==> config.mk <==
export PLATFORM = sky130hd
export DESIGN_NAME = hw9
export DESIGN_NICKNAME = d
export VERILOG_FILES = /design/src/rtl/hw9.sv
export SDC_FILE = /design/constraint.sdc
export NUM_CORES = 1
export LEC_CHECK = 0
export CAP_MARGIN = 15
export CELL_PAD_IN_SITES_DETAIL_PLACEMENT = 1
export CELL_PAD_IN_SITES_GLOBAL_PLACEMENT = 1
export CORE_MARGIN = 2
export CORE_UTILIZATION = 44
export DETAILED_ROUTE_END_ITERATION = 8
export PLACE_DENSITY = 0.93
export SLEW_MARGIN = 40
export SYNTH_ARGS = -nofsm -noshare
export SYNTH_HDL_FRONTEND = slang
export SYNTH_SLANG_ARGS = --single-unit
==> constraint.sdc <==
create_clock -name clk_in -period 5.5 [get_ports clk_in]
set_input_delay 0.825 -clock clk_in [delete_from_list [all_inputs] [get_ports clk_in]]
set_output_delay 0.825 -clock clk_in [all_outputs]
set_load 0.1 [all_outputs]
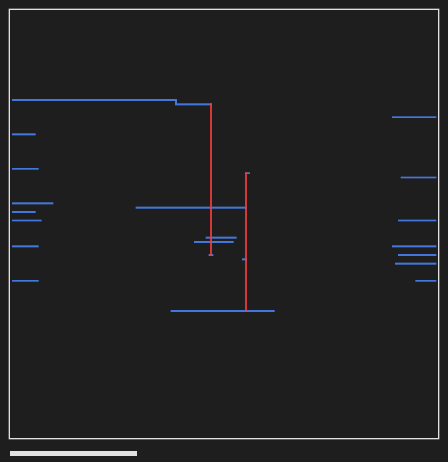
Fig. 1. Signal wires by layer (run 1).
Bar = 20 um. Only two layers are drawn.
Key: red = met4 [wire length 45.6 um]; blue = met3 [wire length 145 um]
routed wire length per instance: 16.2 um
DRT Wirelength: 4.14 mm

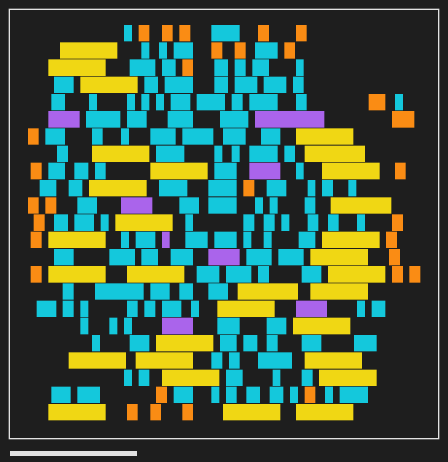
Fig. 2. Placed cells, one colour a class (run 1).
Bar = 20 um.
Key: cyan = all other logic [cells 137]; orange = other buffers and delay cells [cells 30]; yellow = flip-flops [cells 30]; purple = clock drivers and dummy loads [cells 8]
Std-Cell Rows: 23
total non-filler cell area in the finished layout: 2080 um2
final core utilization: 52.7%

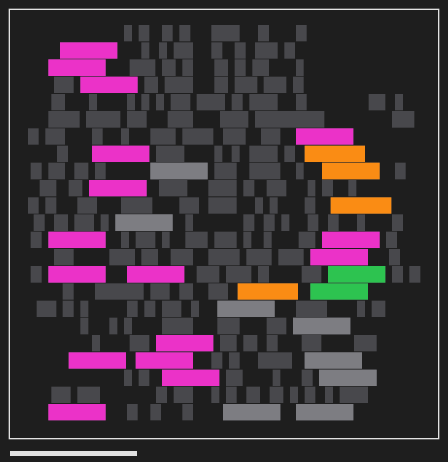
Fig. 3. Where the registers sit (run 1).
Bar = 20 um. Other sequential cells in the stronger grey, the rest of the logic in the fainter grey.
Key: green = scan [sequential cells 2]; magenta = count_out [sequential cells 16]; orange = an_out [sequential cells 4, where middle right]
FF+latch area: 754 um2
proportion of cell area occupied by registers: 36.3%
Seq group: 347 uW

==> run summary, run 1 <==
From the run reports.

- The arrival time at the worst endpoint reads 2970 ps.
- The clock drives 30 sinks.
- The maximum clock path buffer count reads 2.
- The critical path buffer and inverter count reads 4.
- The post-CTS resize count is 0.
- Total power for the finished layout comes to approximately 1200 uW.
- The pre-antenna-repair detailed-routing pass consisted of 4 iterations.
- The number of flip-flops under the largest register name is 16.
- The cell type with the largest total area reads dfrtp_1.
- The residual antenna-violating net count after detailed routing reads 0.
- The class of the tightest hold or removal check is register to register.
- The class of the most critical setup path reads register to primary output.
- The final worst setup slack reads between 1500 and 2000 ps.
- The final clock period utilization by the worst path is 69.0%.
- For reference, the critical path cell chain is inv_1, ha_1, a222oi_1, mux2i_1, inv_1, ha_1, inv_1, mux2i_1, a22oi_1, buf_2.
- The synthesis log from Yosys contains 0 warnings.
- The aggregate global-route resource usage reads 20.5%.
- The worst-case reg-to-reg setup slack stands at 3410 ps.
- Per the final layout report, the fraction of cells sized above drive strength 1 comes to about 27%.
- Setup repair after global routing left no endpoint under its margin.
- The timing report shows that the slowest cell on the worst path is mux2i_1.
- The synthesis-to-layout area growth is 16.9%.
- VDD sags by at most 0.000155 V.
- The H-tree level count is 2.
- The number of fillers in the final layout reads approximately 450.
- The detailed router reports a met3 wire length of 145 um.
- In this run, placement finished with an instance count of 247.
- The synthesized design contains 30 register bits.
- The final hold slack is approximately 470 ps.
- The synthesized instance count is 172.
- The placer congestion estimate is approximately 0.79.
- The cell repeated most along the worst path reads inv_1.
- The number of violations of the max-capacitance limit is 0.
- Per the detailed placement report, the placed cell area equals about 2000 um2.
- The yosys cell count is about 170.
- The mapped netlist covers 1780 um2.
- The core utilization before placement is 45.1%.
- Per the OpenROAD floorplan log, the area of the core is 3940 um2.
- The global-route track usage on met3 is 5.00%.
- The clock-pin transition on the worst setup and hold timing paths reads ~60 ps.
- The total length of routed met2 wires is between 2 and 2.5 mm.
- After global routing the overflow that remains totals 0.
- The largest clock skew in the final design is ~10 ps.
- The report shows a maximum critical-path fanout of 7.
- The final number of hold-violating endpoints is 0.
- A synthesized cell averages 10.3 um2.
- The clock root buffer reads clkbuf_8.
- The stage delay of the slowest cell on the critical path reads 470 ps.
- The finished design was reported to have a net count of around 220.
- For this design, the CTS-stage hold fixing added 0 buffers.
- Across all stage logs, warnings added up to 34.
- The run finished with clean final reports.
- The number of unique standard cell types used by synthesis reads around 46.
- The family with the most delay on the worst path is buffers and inverters.
- The initial antenna violation count reads 0.
- Per the synth stats, the proportion of register bits with asynchronous set or reset is 100%.
- The number of pins with negative max-slew slack in the final report is 0.
- For this design the ratio of total power to cell area is about 560 nW/um2.
- In the synthesized netlist the dominant register cell turns out to be dfrtp_1.
- The proportion of synthesized area in mux cells reads around 8.5%.
- The static leakage power is between 0.0009 and 0.001 uW.
- The endpoint required time on the critical path reads between 4000 and 5000 ps.
- The via count of the first global-routing pass reads ~1,400.
- During I/O placement, the number of pins put on the boundary was 31.
- The sequential fraction of the synthesis area reads roughly 42%.
- The chip area estimate from yosys synthesis reads 1780 um2.
- The kind of end point of the critical path reads a primary output.
- The clock network latency to the later pin of the worst-skew pair reads approximately 280 ps.
- The number of cells traversed by the worst hold path reads 2.
- The buffer_ports step reported a buffer count of 29.
- The dominant cell by count in the synthesized netlist reads dfrtp_1.
- The xor and xnor fraction of the mapped netlist area reads 5.91%.
- Entering global routing, the biggest net connects 31 pins.
- The DRC violation count after routing is 0.
- The die extent in y is 67.6 um.
- TritonCTS built the clock tree.
- Yosys mapped a number of flops with a built-in enable equal to 0.
[run 1: final cells by class]
cell class	count	area [um2]	area share [%]
well taps	50	62.6	3.01
flip-flops and latches	30	754	36.3
clock buffers	7	86.3	4.15
clock inverters	1	30.0	1.44
inverters	13	48.8	2.35
repair buffers	30	158	7.58
multi-input cells	124	940	45.2
[run 1: cells in the final DEF (no fill, tap or decap), types with 7 or more instances in the layout]
cell type	n
buf_2	28
o21ai_0	8
ha_1	11
xnor2_1	8
nor2_1	7
mux2i_1	7
inv_1	13
dfrtp_1	27
nand3_1	9
nand2_1	14
[run 1: report_power, final]
group	internal, uW	leakage, uW	switching [uW]
logic	132	0.000549	457
registers	283	0.000385	63.7
clock network	148	0.0000585	82.4
total	563	0.000992	603
--- run 2 (diff from run 1) ---
- CORE_UTILIZATION: 44 -> 41
- PLACE_DENSITY: 0.93 -> 0.88
- clock period: 5.5 -> 3.75 ns (I/O delays scaled with it)
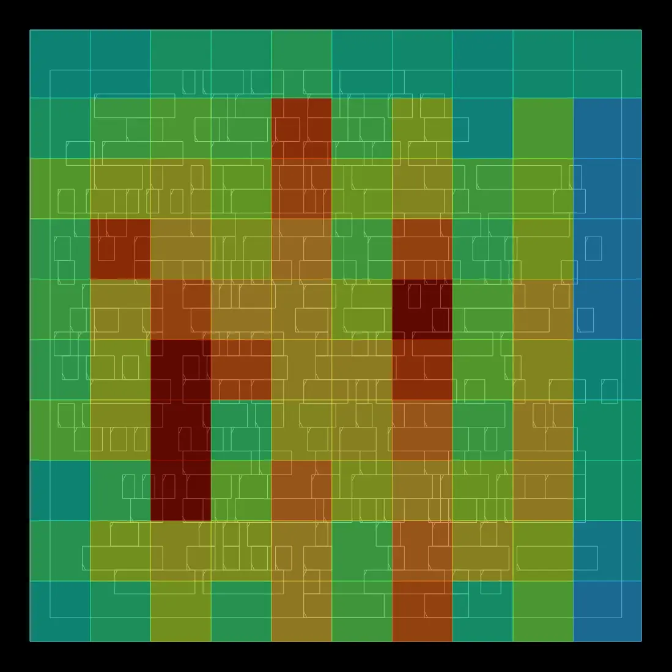
Fig. 4. Track usage over the die (run 2).
overall fraction of global-route tracks in use: 18.8%
routed wire length per instance: 17.2 um

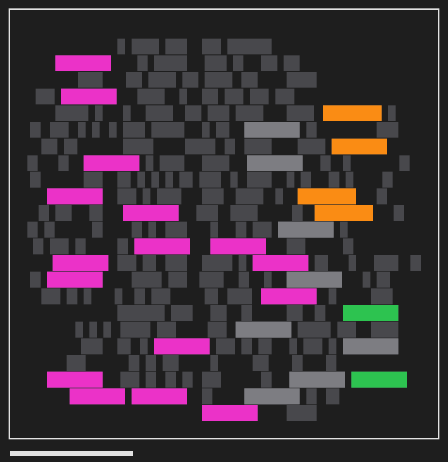
Fig. 5. Where the registers sit (run 2).
Bar = 20 um. Other sequential cells in the stronger grey, the rest of the logic in the fainter grey.
Key: magenta = count_out [sequential cells 16]; orange = an_out [sequential cells 4]; green = scan [sequential cells 2]
Seq group: 504 uW
proportion of cell area occupied by registers: 35.7%

==> run 2 against run 1 <==
Against the previous run: setup slack got worse by 1400 ps; design area increased by 1.7%; worst hold slack improved by 4.3 ps; via count increased by 1.8%; clock power increased by 23%; die area increased by 6.9%; combinational power increased by 56%; first-iteration DRC count increased by 4.2%; synthesized area unchanged; register-to-register slack got worse by 1700 ps; utilization decreased by 0.97 points; critical path type unchanged; critical endpoint is now seg_out[5]; largest power group unchanged.
==> run summary, run 2 <==
From the run reports.

- The kind of end point of the critical path is a primary output.
- The placer congestion estimate reads 0.787 (+0.13%).
- The top cell types in the final layout, fill and taps aside, are dfrtp_1 (27), buf_2 (21), nand2_1 (14).
- The final worst setup slack is 352 ps (-1350 ps).
- The chip area estimate from yosys synthesis reads 1780 um2 (unchanged).
- The number of pins with negative max-slew slack in the final report reads 0 (unchanged).
- The maximum clock path buffer count reads 2 (unchanged).
- The via count of the first global-routing pass is 1,462 (+5.7%).
- The fraction of the core area covered by cells at the end of the flow reads 51.8% (-0.97 points).
- The static leakage power reads 0.000982 uW (-1.0%).
- The endpoint required time on the critical path was 3190 ps (-1490 ps).
- The die extent in y reads 69.9 um (+3.4%).
- The residual antenna-violating net count after detailed routing reads 0 (unchanged).
- The total number of clock tree sinks reads 30 (unchanged).
- The largest fanout on the critical path reads 7 (unchanged).
- The flow ran to the end, and the final reports show no timing, DRC or antenna violations.
- The arrival time at the worst endpoint is 2840 ps (-130 ps).
- The finished layout cell area came to 2120 um2 (+1.7%).
- The number of hold buffers added after CTS reads 0 (unchanged).
- The number of search-and-repair iterations in the first detailed-routing pass reads 4 (unchanged).
- The number of cells traversed by the worst hold path reads 2 (unchanged).
- The post-CTS resize count reads 0 (unchanged).
- The clock network latency to the later pin of the worst-skew pair reads 300 ps (+20 ps).
- The number of fillers in the final layout is 471 (+5.1%).
- The class of the most critical setup path reads register to primary output.
- The maximum vdd ir drop reads 0.000251 V (+62%).
- dfrtp_1 takes more of the synthesized area than any other cell.
- The count of synthesis-stage warnings from yosys was 0 (unchanged).
- The number of violations of the max-capacitance limit is 0 (unchanged).
- The worst hold path belongs to the class register to register.
- OpenROAD reports that the post-layout worst path occupies 90.6% of the period.
- The sequential fraction of the synthesis area reads 42.4% (unchanged).
- The dominant cell by count in the synthesized netlist reads dfrtp_1.
- The clock-pin transition on the worst setup and hold timing paths reads 60 ps (about the same).
- The H-tree level count reads 2 (unchanged).
- The initial antenna violation count is 0 (unchanged).
- In this design, the critical path's most frequently occurring cell is inv_1.
- The slack of the worst reg-to-reg path is 1680 ps (-1730 ps).
- The stage delay of the slowest cell on the critical path is 500 ps (+30 ps).
- The total length of routed met2 wires reads 2.27 mm (+7.8%).
- The count of warning messages emitted by the tools came to 34 (unchanged).
- The number of flip-flops under the largest register name was 16 (unchanged).
- The family with the most delay on the worst path is buffers and inverters.
- The synthesis-to-layout area growth reads 18.9%.
- The number of synthesized flops with an enable pin came to 0 (unchanged).
- The number of unique standard cell types used by synthesis reads 46 (unchanged).
- The count of placed standard cells including taps was 246 (-0.40%).
- The TritonCTS clock tree reads built.
- The area of placed instances was 2020 um2 (+2.9%).
- The total power of the final layout is 1710 uW (+46%).
- The clock root buffer is clkbuf_8.
- The global-route track usage on met3 was 4.18% (-0.82 points).
- The combined area of the multi-input logic cells was 975 um2 (+3.7%).
- Setup repair after global routing left no endpoint under its margin.
- The synthesized instance count reads 172 (unchanged).
- The DRC violation count after routing is 0 (unchanged).
- The cell area after synthesis reads 1780 um2 (unchanged).
- The yosys cell count is 172 (unchanged).
- The maximum number of pins on one net before global-route repair is 31 (unchanged).
- The largest clock skew in the final design is 4.87 ps (-5.49 ps).
- The proportion of register bits with asynchronous set or reset after synthesis reads 100% (unchanged).
- The total power divided by cell area reads 806 nW/um2 (+44%).
- The number of top-level design ports is 31 (unchanged).
- Post-synth the commonest register cell is dfrtp_1.
- The register area reads 754 um2 (unchanged).
- The number of storage elements in the synthesis netlist was 30 (unchanged).
- The routed wire length is 4.36 mm (+5.4%).
- The floorplan row count reads 23 (unchanged).
- The core utilization before placement is 43.5% (-1.6 points).
- The placeable core region came to 4090 um2 (+3.6%).
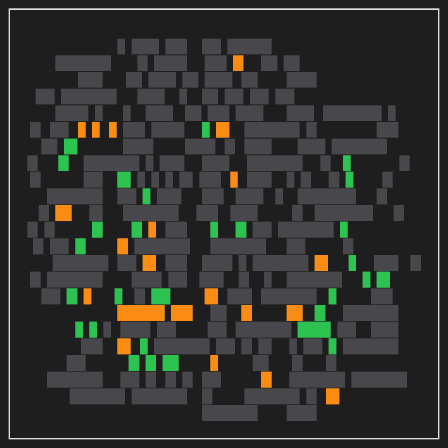
Fig. 6. Gate families picked out (run 2).
Key: orange = NOR gates [cells 21, most used nor2_1]; green = NAND gates [cells 29, most used nand2_1]
final instance count without filler cells: 254
most common cell after layout, fill and taps aside: dfrtp_1
multi-input combinational area share: 46.1%

## run 2: logic make-up after synthesis
| logic type | after synthesis | synth area share [%] |
|---|---|---|
| multiplexers | 14 | 8.51 |
| flip-flops | 30 | 42.4 |
| adder cells (fa/ha/maj) | 11 | 7.74 |
| XOR/XNOR | 12 | 5.91 |
| other | 1 | 0.211 |
| AND/OR/NAND/NOR | 55 | 17.9 |
| AND-OR/OR-AND | 30 | 12.1 |
| buffers and inverters | 19 | 5.20 |
## run 2: area by class of cell
class                      instances  share of cell area [%]
timing repair buffer              29                    8.52
inverter                          13                    2.31
tap                               50                    2.96
sequential                        30                    35.7
multi-input combinational        124                    46.1
clock buffer                       6                    3.90
clock inverter                     2                   0.591
## run 2: power by group
part	switching [uW]	internal, uW
registers	89.1	415
logic	689	230
clock network	136	147
Power figures rest on the tool's default switching activity, not on a simulated workload.
